## config.mk

```make
export PLATFORM = sky130hd
export DESIGN_NAME = subleq_control
export DESIGN_NICKNAME = d
export VERILOG_FILES = /design/src/rtl/subleq_control.sv
export SDC_FILE = /design/constraint.sdc
export NUM_CORES = 1
export LEC_CHECK = 0
export CAP_MARGIN = 10
export CORE_UTILIZATION = 49
export CTS_CLUSTER_SIZE = 20
export DETAILED_ROUTE_END_ITERATION = 10
export PLACE_DENSITY = 0.75
export SETUP_SLACK_MARGIN = 0.15
export SLEW_MARGIN = 10
export SYNTH_ARGS = -nofsm -noshare
export SYNTH_HDL_FRONTEND = slang
export SYNTH_SLANG_ARGS = --single-unit
```

## constraint.sdc

```tcl
create_clock -name clk -period 1.93 [get_ports clk]
set_clock_uncertainty 0.15 [all_clocks]
set_input_delay 0.2895 -clock clk [delete_from_list [all_inputs] [get_ports clk]]
set_output_delay 0.2895 -clock clk [all_outputs]
set_load 0.03 [all_outputs]
```

## src/rtl/subleq_control.sv

```systemverilog
// -----------------------------------------------------------------------------
// subleq_control
//
// Purpose:
//   Instruction sequencer for the SUBLEQ core. It is the only master of the
//   unified word-addressed memory. Each instruction runs in six states:
//     FETCH_A, FETCH_B, FETCH_C : read operand words A, B, C at pc, pc+1, pc+2
//     READ_A, READ_B            : read mem[A], then form res = mem[B] - mem[A]
//     WRITE_B                   : write res to mem[B], then branch or advance
//   The branch to C is taken when res <= 0 (signed). Otherwise pc advances
//   by 3. A taken branch to HALT_ADDR parks the core in HALT until reset.
//
// Configuration:
//   W defaults to 8, the WORD_SIZE of the core.
//   SUBLEQ_STEP_EN : when defined, adds the 'step' input. A step pulse in
//                    IDLE starts exactly one instruction even with run=0.
//
// Ports:
//   clk          in   system clock, all state updates on posedge
//   areset       in   synchronous active-high reset
//   run          in   level, execute while high (sampled in IDLE and at
//                     WRITE_B exit only)
//   step         in   (SUBLEQ_STEP_EN only) single-instruction request
//   load         out  memory read enable
//   store        out  memory write enable, forced low while areset=1
//   addr         out  memory address
//   mem_in       out  write data to memory
//   mem_out      in   read data, combinational from addr while load=1
//   pc           out  program counter
//   halted       out  core stopped on a HALT_ADDR branch
//   instr_count  out  retired instructions, wraps mod 2^W
//   dbg_state    out  current FSM state encoding for observation
//
// Memory handshake: the memory answers a read in the same cycle (load=1,
// addr valid -> mem_out valid before the next posedge) and commits a write
// at the posedge that ends a cycle with store=1. There is no back-pressure.
// -----------------------------------------------------------------------------
module subleq_control #(
    parameter int          W         = 8,
    parameter logic [W-1:0] HALT_ADDR = {W{1'b1}}
) (
    input  logic         clk,
    input  logic         areset,
    input  logic         run,
`ifdef SUBLEQ_STEP_EN
    input  logic         step,
`endif
    output logic         load,
    output logic         store,
    output logic [W-1:0] addr,
    output logic [W-1:0] mem_in,
    input  logic [W-1:0] mem_out,
    output logic [W-1:0] pc,
    output logic         halted,
    output logic [W-1:0] instr_count,
    output logic [2:0]   dbg_state
);

    typedef enum logic [2:0] {
        S_IDLE    = 3'd0,
        S_FETCH_A = 3'd1,
        S_FETCH_B = 3'd2,
        S_FETCH_C = 3'd3,
        S_READ_A  = 3'd4,
        S_READ_B  = 3'd5,
        S_WRITE_B = 3'd6,
        S_HALT    = 3'd7
    } state_t;

    localparam logic [W-1:0] ONE   = W'(1);
    localparam logic [W-1:0] TWO   = W'(2);
    localparam logic [W-1:0] THREE = W'(3);

    state_t       state_q, state_d;
    logic [W-1:0] pc_q, pc_d;
    logic [W-1:0] cnt_q, cnt_d;
    logic         halted_q, halted_d;
    logic [W-1:0] ra_q, ra_d;
    logic [W-1:0] rb_q, rb_d;
    logic [W-1:0] rc_q, rc_d;
    logic [W-1:0] va_q, va_d;
    logic [W-1:0] res_q, res_d;

    logic start_req;
    logic taken;
    logic halt_hit;
    logic store_raw;

`ifdef SUBLEQ_STEP_EN
    // run has priority; a step only matters when run is low, and either
    // way the core leaves IDLE the same way.
    assign start_req = run | step;
`else
    assign start_req = run;
`endif

    // res <= 0 as a signed number: zero or sign bit set.
    assign taken    = (res_q == '0) | res_q[W-1];
    assign halt_hit = taken & (rc_q == HALT_ADDR);

    // ---------------- state register ----------------
    always_ff @(posedge clk) begin
        if (areset) begin
            state_q <= S_IDLE;
        end else begin
            state_q <= state_d;
        end
    end

    // ---------------- next-state logic ----------------
    always_comb begin
        state_d = state_q;
        case (state_q)
            S_IDLE:    if (start_req) state_d = S_FETCH_A;
            S_FETCH_A: state_d = S_FETCH_B;
            S_FETCH_B: state_d = S_FETCH_C;
            S_FETCH_C: state_d = S_READ_A;
            S_READ_A:  state_d = S_READ_B;
            S_READ_B:  state_d = S_WRITE_B;
            S_WRITE_B: begin
                if (halt_hit)  state_d = S_HALT;
                else if (run)  state_d = S_FETCH_A;
                else           state_d = S_IDLE;
            end
            S_HALT:    state_d = S_HALT;
            default:   state_d = S_IDLE;
        endcase
    end

    // ---------------- memory-interface outputs ----------------
    always_comb begin
        load      = 1'b0;
        store_raw = 1'b0;
        addr      = '0;
        mem_in    = '0;
        case (state_q)
            S_FETCH_A: begin load = 1'b1; addr = pc_q;         end
            S_FETCH_B: begin load = 1'b1; addr = pc_q + ONE;   end
            S_FETCH_C: begin load = 1'b1; addr = pc_q + TWO;   end
            S_READ_A:  begin load = 1'b1; addr = ra_q;         end
            S_READ_B:  begin load = 1'b1; addr = rb_q;         end
            S_WRITE_B: begin store_raw = 1'b1; addr = rb_q; mem_in = res_q; end
            default:   ;
        endcase
    end

    // Reset asserted during WRITE_B must not corrupt memory.
    assign store = store_raw & ~areset;

    // ---------------- datapath next-state ----------------
    always_comb begin
        pc_d     = pc_q;
        cnt_d    = cnt_q;
        halted_d = halted_q;
        ra_d     = ra_q;
        rb_d     = rb_q;
        rc_d     = rc_q;
        va_d     = va_q;
        res_d    = res_q;
        case (state_q)
            S_FETCH_A: ra_d  = mem_out;
            S_FETCH_B: rb_d  = mem_out;
            S_FETCH_C: rc_d  = mem_out;
            S_READ_A:  va_d  = mem_out;
            S_READ_B:  res_d = mem_out - va_q;
            S_WRITE_B: begin
                cnt_d = cnt_q + ONE;
                if (halt_hit) begin
                    // pc stays on the halting instruction for inspection.
                    halted_d = 1'b1;
                end else begin
                    pc_d = taken ? rc_q : (pc_q + THREE);
                end
            end
            default: ;
        endcase
    end

    always_ff @(posedge clk) begin
        if (areset) begin
            pc_q     <= '0;
            cnt_q    <= '0;
            halted_q <= 1'b0;
            ra_q     <= '0;
            rb_q     <= '0;
            rc_q     <= '0;
            va_q     <= '0;
            res_q    <= '0;
        end else begin
            pc_q     <= pc_d;
            cnt_q    <= cnt_d;
            halted_q <= halted_d;
            ra_q     <= ra_d;
            rb_q     <= rb_d;
            rc_q     <= rc_d;
            va_q     <= va_d;
            res_q    <= res_d;
        end
    end

    assign pc          = pc_q;
    assign halted      = halted_q;
    assign instr_count = cnt_q;
    assign dbg_state   = state_q;

endmodule

```

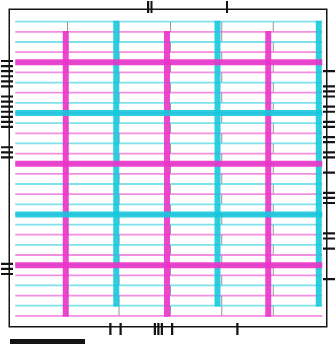
power_grid.png
Bar = 20 um. Pins as bars on the die edge. Tap cells in gray.
VSS -> magenta
VDD -> cyan
met4 straps = 6
met5 straps = 5
tap cells = 77
Max rail drop VDD: 0.000456 V
die height: 84.7 um
core area: 6490 sq um

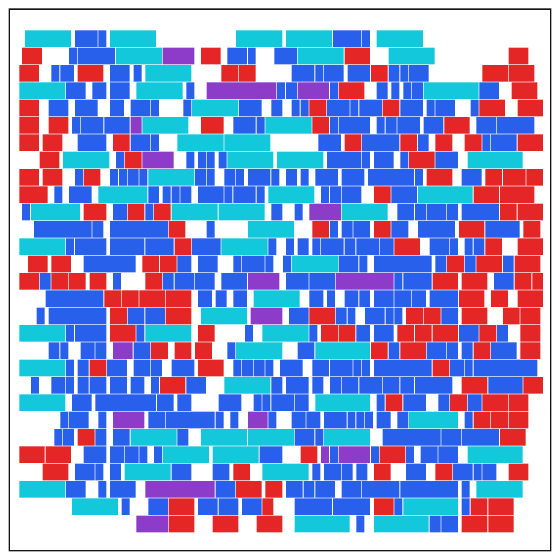
placement_by_type.png
clock drivers and dummy loads -> purple  # cells 16, share of their area 4.4%
combinational and other logic -> blue  # cells 342, share of their area 48%
sequential cells -> cyan  # cells 60, share of their area 23%
remaining buffers and delay cells -> red  # cells 142, share of their area 24%
number of cell rows: 29
Core Util, Final: 0.831
sequential cell area share: 0.229

==> reports/qor.yml <==
cp.required_ps: 1490
drc_errors: 4
synth_cell_types: 52
cpLargestDelayFamily: "flip-flops"
p_per_area_nw_per_um2: 598
synthTopCellsByArea: "dfxtp_1 (36%), mux2i_1 (7.5%), nor2_1 (7.3%)"
drt_wl_total_um: 12300
wl_met2_um: 6150
edf_count: 0
status: "finished with violations"
dpl_worst_slack_ps: -526
tightest_slew_ps: 523
ys_chip_area_sq_um: 3350
hpwl_um: 6980
internal_power_mw: 2.33
common_cells: "nor2_1 (65), dfxtp_1 (60), a21oi_1 (47)"
num_vias: 3833
cp_slowest_cell: "dfxtp_4"
violations: "design-rule violations, negative setup slack"
fin_area_sq_um: 5400
holdPathEnd: "rb_q[2]"
nNetsFinal: 579
seq_area_sq_um: 1240
logic_gate_count: 324
tool_warnings: 31
fin_cells: 637
finalSetupViolCount: 18
cts.clk_slew.worst_paths_ps: 70
io_buffers: 48
switching_power_uw: 901
cts_tree: "built"
power_mw: 3.23
fmax_mhz: 449
comb_share: 0.454
setup_slack_ps: -298
die_w_um: 84.7
synth.cellmix.simpleShare: 0.247
cp-start-kind: "flip-flop"
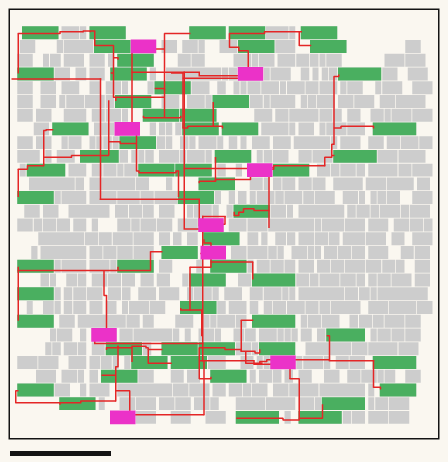
clk_routes.png
Bar = 20 um.
clock drivers -> magenta  # count 9
flip-flops -> green  # count 60
clock wires -> red  # length 853 um
routed clock nets = 10
flops lie = widely spread
Clk Latency, worst-skew pair: 350 ps
Clock Power Share: 0.417
Clock net power: 1.35 mW

Power figures rest on the tool's default switching activity, not on a simulated workload.
